Clock wires, drivers and flops:
(4 px per um)
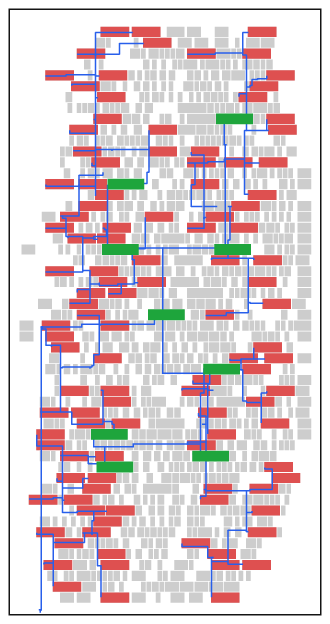
Track usage over the die:
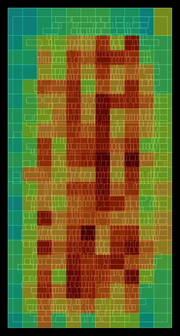
Floorplan with the power grid:
(4 px per um) Pins as bars on the die edge.
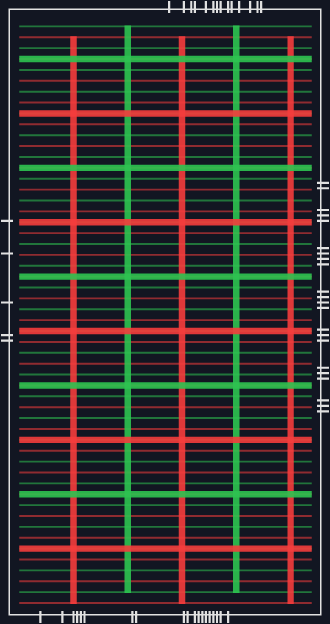
$ cat src/rtl/risc16_register_file.sv
// RISC16 register file: two combinational read ports, one synchronous write port, register 0 hardwired to zero.
// Optional write-through bypass on the read ports is enabled by defining RISC16_REGFILE_BYPASS_EN.
module risc16_register_file #(
    parameter int WORD_LENGTH  = 16,
    parameter int REG_ADDR_LEN = 3,
    parameter int REG_NUM      = 8
) (
    input  logic                    clk,
    input  logic                    rst,
    input  logic [REG_ADDR_LEN-1:0] addr1,
    output logic [WORD_LENGTH-1:0]  src1,
    input  logic [REG_ADDR_LEN-1:0] addr2,
    output logic [WORD_LENGTH-1:0]  src2,
    input  logic [REG_ADDR_LEN-1:0] addrT,
    input  logic [WORD_LENGTH-1:0]  trgt,
    input  logic                    wen
);

    // Register 0 has no storage; it and any address >= REG_NUM fall through the read muxes as zero.
    logic [WORD_LENGTH-1:0] regs_q [1:REG_NUM-1];
    logic [WORD_LENGTH-1:0] regs_d [1:REG_NUM-1];
    logic [REG_NUM-1:1]     wr_sel_s;
    logic [WORD_LENGTH-1:0] rd1_s;
    logic [WORD_LENGTH-1:0] rd2_s;

    // Write target decode: one-hot over the stored registers, empty for r0 and out-of-range targets.
    always_comb begin
        wr_sel_s = '0;
        for (int k = 1; k < REG_NUM; k++) begin
            wr_sel_s[k] = (addrT == REG_ADDR_LEN'(k)) ? wen : 1'b0;
        end
    end

    // Next-state values for each stored register.
    always_comb begin
        for (int k = 1; k < REG_NUM; k++) begin
            regs_d[k] = wr_sel_s[k] ? trgt : regs_q[k];
        end
    end

    // Register update; reset wins over a simultaneous write.
    always_ff @(posedge clk) begin
        if (rst) begin
            for (int k = 1; k < REG_NUM; k++) begin
                regs_q[k] <= '0;
            end
        end else begin
            for (int k = 1; k < REG_NUM; k++) begin
                regs_q[k] <= regs_d[k];
            end
        end
    end

    // Read port 1 mux over the stored registers.
    always_comb begin
        rd1_s = '0;
        for (int k = 1; k < REG_NUM; k++) begin
            rd1_s = (addr1 == REG_ADDR_LEN'(k)) ? regs_q[k] : rd1_s;
        end
    end

    // Read port 2 mux over the stored registers.
    always_comb begin
        rd2_s = '0;
        for (int k = 1; k < REG_NUM; k++) begin
            rd2_s = (addr2 == REG_ADDR_LEN'(k)) ? regs_q[k] : rd2_s;
        end
    end

`ifdef RISC16_REGFILE_BYPASS_EN
    logic wr_live_s;

    // A write that will land this edge is forwarded to any read port addressing the same register.
    always_comb begin
        wr_live_s = (|wr_sel_s) & ~rst;
        src1      = (wr_live_s && (addr1 == addrT)) ? trgt : rd1_s;
        src2      = (wr_live_s && (addr2 == addrT)) ? trgt : rd2_s;
    end
`else
    assign src1 = rd1_s;
    assign src2 = rd2_s;
`endif

endmodule

$ cat config.mk
export PLATFORM = sky130hd
export DESIGN_NAME = risc16_register_file
export DESIGN_NICKNAME = d
export VERILOG_FILES = /design/src/rtl/risc16_register_file.sv
export SDC_FILE = /design/constraint.sdc
export NUM_CORES = 1
export LEC_CHECK = 0
export ABC_AREA = 1
export CAP_MARGIN = 10
export CORE_ASPECT_RATIO = 2
export CORE_MARGIN = 2
export CORE_UTILIZATION = 55
export CTS_CLUSTER_DIAMETER = 60
export CTS_CLUSTER_SIZE = 24
export DETAILED_ROUTE_END_ITERATION = 6
export PLACE_DENSITY = 0.88
export SLEW_MARGIN = 20
export SYNTH_ARGS = -nofsm -noshare
export SYNTH_HDL_FRONTEND = slang
export SYNTH_SLANG_ARGS = --single-unit
$ cat constraint.sdc
create_clock -name clk -period 3.5 [get_ports clk]
set_input_delay 0.7 -clock clk [delete_from_list [all_inputs] [get_ports clk]]
set_output_delay 0.7 -clock clk [all_outputs]
set_load 0.01 [all_outputs]
==> GITHUB_STEP_SUMMARY <==
### Flow metrics

| Metric | Value |
|---|---|
| Status | `finished clean` |
| Maximum vdd drop | `281 uV` |
| CP most frequent cell | `clkdlybuf4s50_1` |
| Sink Count | `112` |
| Pwr dens | `395 nW/um2` |
| CTS H-tree depth | `3` |
| Hold Slack | `0.482 ns` |
| Yosys xor share | `0%` |
| First-pass GRT wire length | `29600 um` |
| Area leader share | `37.7%` |
| Static Leakage | `2.67 nW` |
| Reg area | `2240 um2` |
| Max_slew headroom | `44.2%` |
| Leading power group | `sequential cells` |
| Tcrit/Tclk final | `96.4%` |
| Hold_sp | `regs_q[3][19]$_SDFFE_PP0P_` |
| Setup WS pre-CTS | `0.109 ns` |
| Met3 GRT Util | `3.28%` |
| Clock buf count | `9` |
| Width of the chip | `77.5 um` |
| Largest Register | `regs_q` |
About 'clock wires, drivers and flops':
- blue: clock wires (length 1180 um)
- red: flip-flops (count 112)
- green: clock drivers (count 9)
- routed clock nets: 10
- flops lie: spread over the die

About 'track usage over the die':
met1 Use GR: 39.1%
fin util: 67.0%

About 'floorplan with the power grid':
- green: VDD
- red: VSS
- signal pins: 60
- rows: 53
- met5 straps: 10

Power is estimated from default activity; no workload was simulated.
